$ cat src/rtl/alu_share_arb_if.sv
// Bundle of the two requester ports, the shared ALU port and the
// response channel of alu_share_arb.
interface alu_share_arb_if #(
  parameter int DATA_W = 32,
  parameter int OP_W   = 4
);
  logic              req0_valid;
  logic              req0_ready;
  logic [OP_W-1:0]   req0_aluc;
  logic [DATA_W-1:0] req0_a;
  logic [DATA_W-1:0] req0_b;
  logic              req1_valid;
  logic              req1_ready;
  logic [OP_W-1:0]   req1_aluc;
  logic [DATA_W-1:0] req1_a;
  logic [DATA_W-1:0] req1_b;
  logic [DATA_W-1:0] alu_a;
  logic [DATA_W-1:0] alu_b;
  logic [OP_W-1:0]   alu_aluc;
  logic [DATA_W-1:0] alu_s;
  logic              alu_z;
  logic              rsp_valid;
  logic              rsp_ready;
  logic              rsp_id;
  logic [DATA_W-1:0] rsp_s;
  logic              rsp_z;
  logic              rsp_err;

  modport slave (
    input  req0_valid, req0_aluc, req0_a, req0_b,
    input  req1_valid, req1_aluc, req1_a, req1_b,
    input  alu_s, alu_z, rsp_ready,
    output req0_ready, req1_ready,
    output alu_a, alu_b, alu_aluc,
    output rsp_valid, rsp_id, rsp_s, rsp_z, rsp_err
  );

  modport master (
    output req0_valid, req0_aluc, req0_a, req0_b,
    output req1_valid, req1_aluc, req1_a, req1_b,
    output alu_s, alu_z, rsp_ready,
    input  req0_ready, req1_ready,
    input  alu_a, alu_b, alu_aluc,
    input  rsp_valid, rsp_id, rsp_s, rsp_z, rsp_err
  );
endinterface

$ cat src/rtl/alu_share_arb.sv
// Round-robin share of one combinational ALU between two requesters;
// IDLE accepts, EXEC captures the result, RESP holds it for the consumer.
module alu_share_arb #(
  parameter int DATA_W = 32,
  parameter int OP_W   = 4
) (
  input logic           clk,
  input logic           clrn,
  alu_share_arb_if.slave bus
);
  typedef enum logic [1:0] {IDLE, EXEC, RESP} state_e;

  state_e            state_q, state_d;
  logic              last_q, last_d;
  logic              id_q, id_d;
  logic              err_q, err_d;
  logic [DATA_W-1:0] a_q, a_d;
  logic [DATA_W-1:0] b_q, b_d;
  logic [OP_W-1:0]   op_q, op_d;
  logic              vld_q, vld_d;
  logic              rid_q, rid_d;
  logic [DATA_W-1:0] s_q, s_d;
  logic              z_q, z_d;
  logic              rerr_q, rerr_d;
  logic              gnt0, gnt1;
  logic              rdy0, rdy1;
  logic [OP_W-1:0]   op_sel;

  function automatic logic legal(input logic [OP_W-1:0] op);
    case (op)
      4'b0000, 4'b1000, 4'b0111,
      4'b0110, 4'b0100, 4'b0010,
      4'b0001, 4'b0101, 4'b1101: legal = 1'b1;
      default:                   legal = 1'b0;
    endcase
  endfunction

  // last_q=1 hands a tie to requester 0
  assign gnt0   = bus.req0_valid & (~bus.req1_valid | last_q);
  assign gnt1   = bus.req1_valid & ~gnt0;
  assign op_sel = gnt1 ? bus.req1_aluc : bus.req0_aluc;

  always_comb begin
    state_d = state_q;
    last_d  = last_q;
    id_d    = id_q;
    err_d   = err_q;
    a_d     = a_q;
    b_d     = b_q;
    op_d    = op_q;
    vld_d   = vld_q;
    rid_d   = rid_q;
    s_d     = s_q;
    z_d     = z_q;
    rerr_d  = rerr_q;
    rdy0    = 1'b0;
    rdy1    = 1'b0;
    unique case (state_q)
      IDLE: begin
        rdy0 = gnt0;
        rdy1 = gnt1;
        if (gnt0 | gnt1) begin
          a_d     = gnt1 ? bus.req1_a : bus.req0_a;
          b_d     = gnt1 ? bus.req1_b : bus.req0_b;
          op_d    = op_sel;
          id_d    = gnt1;
          last_d  = gnt1;
          err_d   = ~legal(op_sel);
          state_d = EXEC;
        end
      end
      EXEC: begin
        s_d     = bus.alu_s;
        z_d     = bus.alu_z;
        rid_d   = id_q;
        rerr_d  = err_q;
        vld_d   = 1'b1;
        state_d = RESP;
      end
      RESP: begin
        if (bus.rsp_ready) begin
          vld_d   = 1'b0;
          state_d = IDLE;
        end
      end
      default: state_d = IDLE;
    endcase
  end

  always_ff @(posedge clk or negedge clrn) begin
    if (!clrn) begin
      state_q <= IDLE;
      last_q  <= 1'b1;
      id_q    <= 1'b0;
      err_q   <= 1'b0;
      a_q     <= '0;
      b_q     <= '0;
      op_q    <= '0;
      vld_q   <= 1'b0;
      rid_q   <= 1'b0;
      s_q     <= '0;
      z_q     <= 1'b0;
      rerr_q  <= 1'b0;
    end else begin
      state_q <= state_d;
      last_q  <= last_d;
      id_q    <= id_d;
      err_q   <= err_d;
      a_q     <= a_d;
      b_q     <= b_d;
      op_q    <= op_d;
      vld_q   <= vld_d;
      rid_q   <= rid_d;
      s_q     <= s_d;
      z_q     <= z_d;
      rerr_q  <= rerr_d;
    end
  end

  assign bus.req0_ready = rdy0;
  assign bus.req1_ready = rdy1;
  assign bus.alu_a      = a_q;
  assign bus.alu_b      = b_q;
  assign bus.alu_aluc   = op_q;
  assign bus.rsp_valid  = vld_q;
  assign bus.rsp_id     = rid_q;
  assign bus.rsp_s      = s_q;
  assign bus.rsp_z      = z_q;
  assign bus.rsp_err    = rerr_q;
endmodule

$ cat src/flat_wrapper.sv
// flat-port wrapper written by rule: the top's interface ports become plain ports
module alu_share_arb_flat 
#(
  parameter int DATA_W = 32,
  parameter int OP_W   = 4
)
  (clk, clrn, bus_req0_valid, bus_req0_aluc, bus_req0_a, bus_req0_b, bus_req1_valid, bus_req1_aluc, bus_req1_a, bus_req1_b, bus_alu_s, bus_alu_z, bus_rsp_ready, bus_req0_ready, bus_req1_ready, bus_alu_a, bus_alu_b, bus_alu_aluc, bus_rsp_valid, bus_rsp_id, bus_rsp_s, bus_rsp_z, bus_rsp_err);
  alu_share_arb_if #(.DATA_W(DATA_W), .OP_W(OP_W)) bus_i ();
  input logic clk;
  input logic clrn;
  input wire logic [$bits(bus_i.req0_valid)-1:0] bus_req0_valid;
  input wire logic [$bits(bus_i.req0_aluc)-1:0] bus_req0_aluc;
  input wire logic [$bits(bus_i.req0_a)-1:0] bus_req0_a;
  input wire logic [$bits(bus_i.req0_b)-1:0] bus_req0_b;
  input wire logic [$bits(bus_i.req1_valid)-1:0] bus_req1_valid;
  input wire logic [$bits(bus_i.req1_aluc)-1:0] bus_req1_aluc;
  input wire logic [$bits(bus_i.req1_a)-1:0] bus_req1_a;
  input wire logic [$bits(bus_i.req1_b)-1:0] bus_req1_b;
  input wire logic [$bits(bus_i.alu_s)-1:0] bus_alu_s;
  input wire logic [$bits(bus_i.alu_z)-1:0] bus_alu_z;
  input wire logic [$bits(bus_i.rsp_ready)-1:0] bus_rsp_ready;
  output wire logic [$bits(bus_i.req0_ready)-1:0] bus_req0_ready;
  output wire logic [$bits(bus_i.req1_ready)-1:0] bus_req1_ready;
  output wire logic [$bits(bus_i.alu_a)-1:0] bus_alu_a;
  output wire logic [$bits(bus_i.alu_b)-1:0] bus_alu_b;
  output wire logic [$bits(bus_i.alu_aluc)-1:0] bus_alu_aluc;
  output wire logic [$bits(bus_i.rsp_valid)-1:0] bus_rsp_valid;
  output wire logic [$bits(bus_i.rsp_id)-1:0] bus_rsp_id;
  output wire logic [$bits(bus_i.rsp_s)-1:0] bus_rsp_s;
  output wire logic [$bits(bus_i.rsp_z)-1:0] bus_rsp_z;
  output wire logic [$bits(bus_i.rsp_err)-1:0] bus_rsp_err;
  assign bus_i.req0_valid = bus_req0_valid;
  assign bus_i.req0_aluc = bus_req0_aluc;
  assign bus_i.req0_a = bus_req0_a;
  assign bus_i.req0_b = bus_req0_b;
  assign bus_i.req1_valid = bus_req1_valid;
  assign bus_i.req1_aluc = bus_req1_aluc;
  assign bus_i.req1_a = bus_req1_a;
  assign bus_i.req1_b = bus_req1_b;
  assign bus_i.alu_s = bus_alu_s;
  assign bus_i.alu_z = bus_alu_z;
  assign bus_i.rsp_ready = bus_rsp_ready;
  assign bus_req0_ready = bus_i.req0_ready;
  assign bus_req1_ready = bus_i.req1_ready;
  assign bus_alu_a = bus_i.alu_a;
  assign bus_alu_b = bus_i.alu_b;
  assign bus_alu_aluc = bus_i.alu_aluc;
  assign bus_rsp_valid = bus_i.rsp_valid;
  assign bus_rsp_id = bus_i.rsp_id;
  assign bus_rsp_s = bus_i.rsp_s;
  assign bus_rsp_z = bus_i.rsp_z;
  assign bus_rsp_err = bus_i.rsp_err;
  alu_share_arb #(.DATA_W(DATA_W), .OP_W(OP_W)) u_core (.clk(clk), .clrn(clrn), .bus(bus_i));
endmodule
$ cat config.mk
export PLATFORM = sky130hd
export DESIGN_NAME = alu_share_arb_flat
export DESIGN_NICKNAME = d
export VERILOG_FILES = /design/src/rtl/alu_share_arb_if.sv /design/src/rtl/alu_share_arb.sv /design/src/flat_wrapper.sv
export SDC_FILE = /design/constraint.sdc
export NUM_CORES = 1
export LEC_CHECK = 0
export ABC_AREA = 1
export CAP_MARGIN = 30
export CELL_PAD_IN_SITES_DETAIL_PLACEMENT = 0
export CELL_PAD_IN_SITES_GLOBAL_PLACEMENT = 1
export CORE_UTILIZATION = 26
export CTS_CLUSTER_DIAMETER = 100
export DETAILED_ROUTE_END_ITERATION = 7
export PLACE_DENSITY = 0.83
export SLEW_MARGIN = 10
export SYNTH_ARGS = -nofsm -noshare
export SYNTH_HDL_FRONTEND = slang
export SYNTH_SLANG_ARGS = --single-unit
$ cat constraint.sdc
create_clock -name clk -period 1.7 [get_ports clk]
set_input_delay 0.255 -clock clk [delete_from_list [all_inputs] [get_ports clk]]
set_output_delay 0.255 -clock clk [all_outputs]
set_load 0.01 [all_outputs]
Figure 1. Placement density heat map.
The die is cut into 14 by 14 equal tiles; white is low, dark blue is high, 0 to 100% covered.
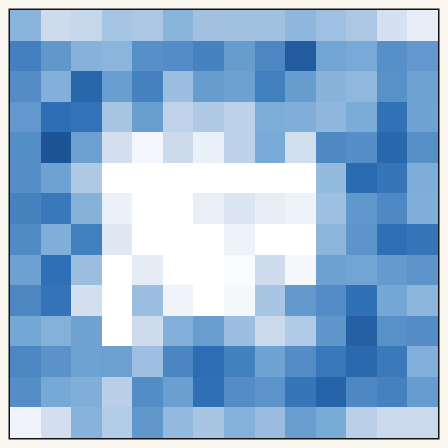
fullest tile: 86%
densest ninth of the die: bottom right
nearly empty tiles: 10%
mean over tiles: 43%

==> out/qor.log <==
qor: final_timing.worst_slew_margin_rel 76.6%
qor: logic_synthesis.mappedNetlistArea 4660 um^2
qor: final_timing.tightestPinTransition 351 ps
qor: critical_path.worstRegToRegCells 7
qor: critical_path.cp_common_cell sky130_fd_sc_hd__a21oi_1
qor: detailed_routing.vias 4,837
qor: final_timing.final-setup-viol-count 0
qor: global_routing.grt_pass1_wl 24.9 mm
qor: final_timing.hold_violations 0
qor: pwr.internal_power 8950 uW
qor: status.run_status finished clean
qor: final_timing.worst_clock_skew 8.06 ps
qor: pwr.power_per_cell_area 1720 nW/um^2
qor: detailed_routing.postRouteWirelength 16.1 mm
qor: hold_path.hold_path_class in2async
qor: finish.most-common-layout-cells 276 x sky130_fd_sc_hd__clkdlybuf4s50_1, 183 x sky130_fd_sc_hd__nand2_1, 127 x sky130_fd_sc_hd__a21oi_1, 108 x sky130_fd_sc_hd__dfrtp_1, 71 x sky130_fd_sc_hd__nor2_1
qor: critical_path.timing.critical_path.slowest_cell_delay 610 ps
qor: logic_synthesis.ys.warnings.count 0
qor: floorplan.dieHeight 136 um
qor: run.warnings 27
qor: critical_path.timing.critical_path.slowest_stage_cell sky130_fd_sc_hd__dfstp_2
qor: critical_path.critical_path_required 1940 ps
qor: pwr.leakage_dissipation 0.00355 uW
qor: global_routing.grt_pass1_vias 4,882
qor: detailed_routing.vias_per_inst 4.50
qor: finish.final_core_util 47.4%
qor: detailed_routing.dr.pass1.iters 6
qor: logic_synthesis.syn_area_per_cell 8.37 um^2
qor: clock_network.cts_root_buffer sky130_fd_sc_hd__clkbuf_16
qor: logic_synthesis.yosysChipArea 4660 um^2
qor: placement.dp.final_hpwl 11.9 mm
qor: pwr.total_switching_power 5290 uW
qor: logic_synthesis.synthesis.instances 557
qor: detailed_routing.detail-route-antenna-nets 0
qor: critical_path.worst_r2r_endpoint u_core.bus.alu_b[17]
qor: floorplan.io-pin-count 280
qor: floorplan.floorplan.die.width 136 um
qor: final_timing.rsz0062_at_grt yes
qor: critical_path.worst-r2r-setup-slack 70 ps
qor: floorplan.floorplanUtilization 26.8%
qor: detailed_routing.initialDrtViolationCount 187
qor: run.max_cap_violations 0
qor: global_routing.grt_remaining_overflow 0
qor: critical_path.crit_path_start_kind flip-flop
Figure 2. Cells by drive strength.
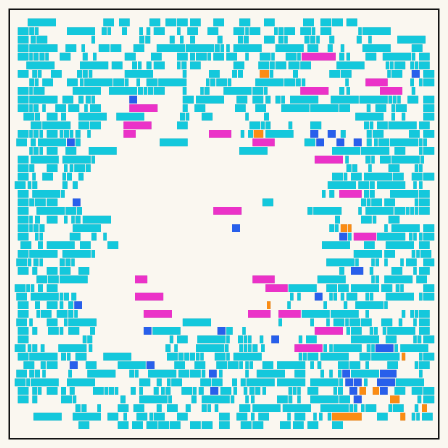
| color | size | cells | most used |
|---|---|---|---|
| orange | _2 cells | 12 | inv_2 |
| magenta | _6 and larger | 22 | buf_12 |
| cyan | _0 and _1 cells | 786 | clkdlybuf4s50_1 |
| blue | _3 and _4 cells | 30 | buf_4 |

==> layer usage <==
layer / global-route usage, % / wire (um) / vias up
li1: - / - / 2368
met1: 21.1 / 6770 / 2231
met2: 28.9 / 7490 / 222
met3: 5.44 / 1530 / 16
met4: 6.30 / 274 / 0
met5: 0 / 0 / -
==> cell type report <==
type	count	area, um^2
clock buffer	9	225
fill	1699	9160
multi-input combinational	402	1750
inverter	12	45.0
tap	225	282
sequential	109	2730
clock inverter	7	82.6
timing repair buffer	311	3150
==> metrics by stage <==
stage | hold slack, ps | total power [uW] | setup WS, ps | setup TNS, ps | cells
floorplan | -40.6 | 7790 | 358 | 0 | 557
detailed placement | 68.2 | 12100 | -245 | -8970 | 1057
finish | 252 | 14200 | 67.9 | 0 | 1075
global placement | 68.2 | 12000 | -210 | -7860 | 1057
global route | 240 | 15300 | -31.5 | -169 | 1075
CTS | 232 | 14400 | 6.04 | 0 | 1075
==> power by group through the flow <==
stage | sequential [uW] | clock, uW | combinational [uW]
after CTS | 4640 | 2270 | 7510
after floorplan | 5210 | 0 | 2580
after detailed placement | 4660 | 0 | 7470
final | 4640 | 2200 | 7400
after global placement | 4600 | 0 | 7390
after global routing | 4810 | 2360 | 8110
==> sequential cells by signal, summed over array words and instances (netlist names), 2 cells and up <==
signal	cells
u_core.bus.alu_b	32
u_core.bus.alu_a	32
u_core.state_q	2
u_core.bus.alu_aluc	4
u_core.bus.rsp_s	32
==> cells in the mapped netlist (all sizes together) <==
cell / number / area [um^2]
clkbuf: 7 / 26.3
a21oi: 131 / 671
nand3: 1 / 5.00
a31oi: 1 / 6.26
o21ai: 10 / 53.8
nor2: 74 / 280
dfrtp: 108 / 2700
nand2: 184 / 691
a21o: 1 / 7.51
dfstp: 1 / 26.3
inv: 12 / 45.0
buf: 27 / 145
==> timing repair <==
action	CTS	global route
setup endpoints to repair	2	28
pin swaps	2	0
hold endpoints to repair	108	0
resized	8	7
hold buffers	1	0
buffers inserted	1	0
==> worst max-delay path by stage <==
stage / start / end / slack, ps / cells after the start
6_report: u_core.last_q / u_core.bus.alu_b[17] / 70 / 7
5_1_grt: u_core.last_q / u_core.bus.alu_b[17] / -30 / 7
4_1_cts: u_core.state_q[1] / bus_req1_ready / 6 / 5
3_5_place_dp: bus_req0_valid / u_core.err_q / -250 / 9
3_3_place_gp: bus_req0_valid / u_core.err_q / -210 / 9
2_1_floorplan: u_core.last_q / bus_req1_ready / 360 / 5
==> cells by family (layout without fill, tap and decap cells) <==
| group | count (synthesis) | in the layout | synth area share [%] |
|---|---|---|---|
| AOI/OAI and AO/OA | 143 | 143 | 15.8 |
| and+or+nand+nor | 259 | 259 | 20.9 |
| DFF | 109 | 109 | 58.6 |
| buffers and inverters | 46 | 339 | 4.65 |
Power figures rest on the tool's default switching activity, not on a simulated workload.
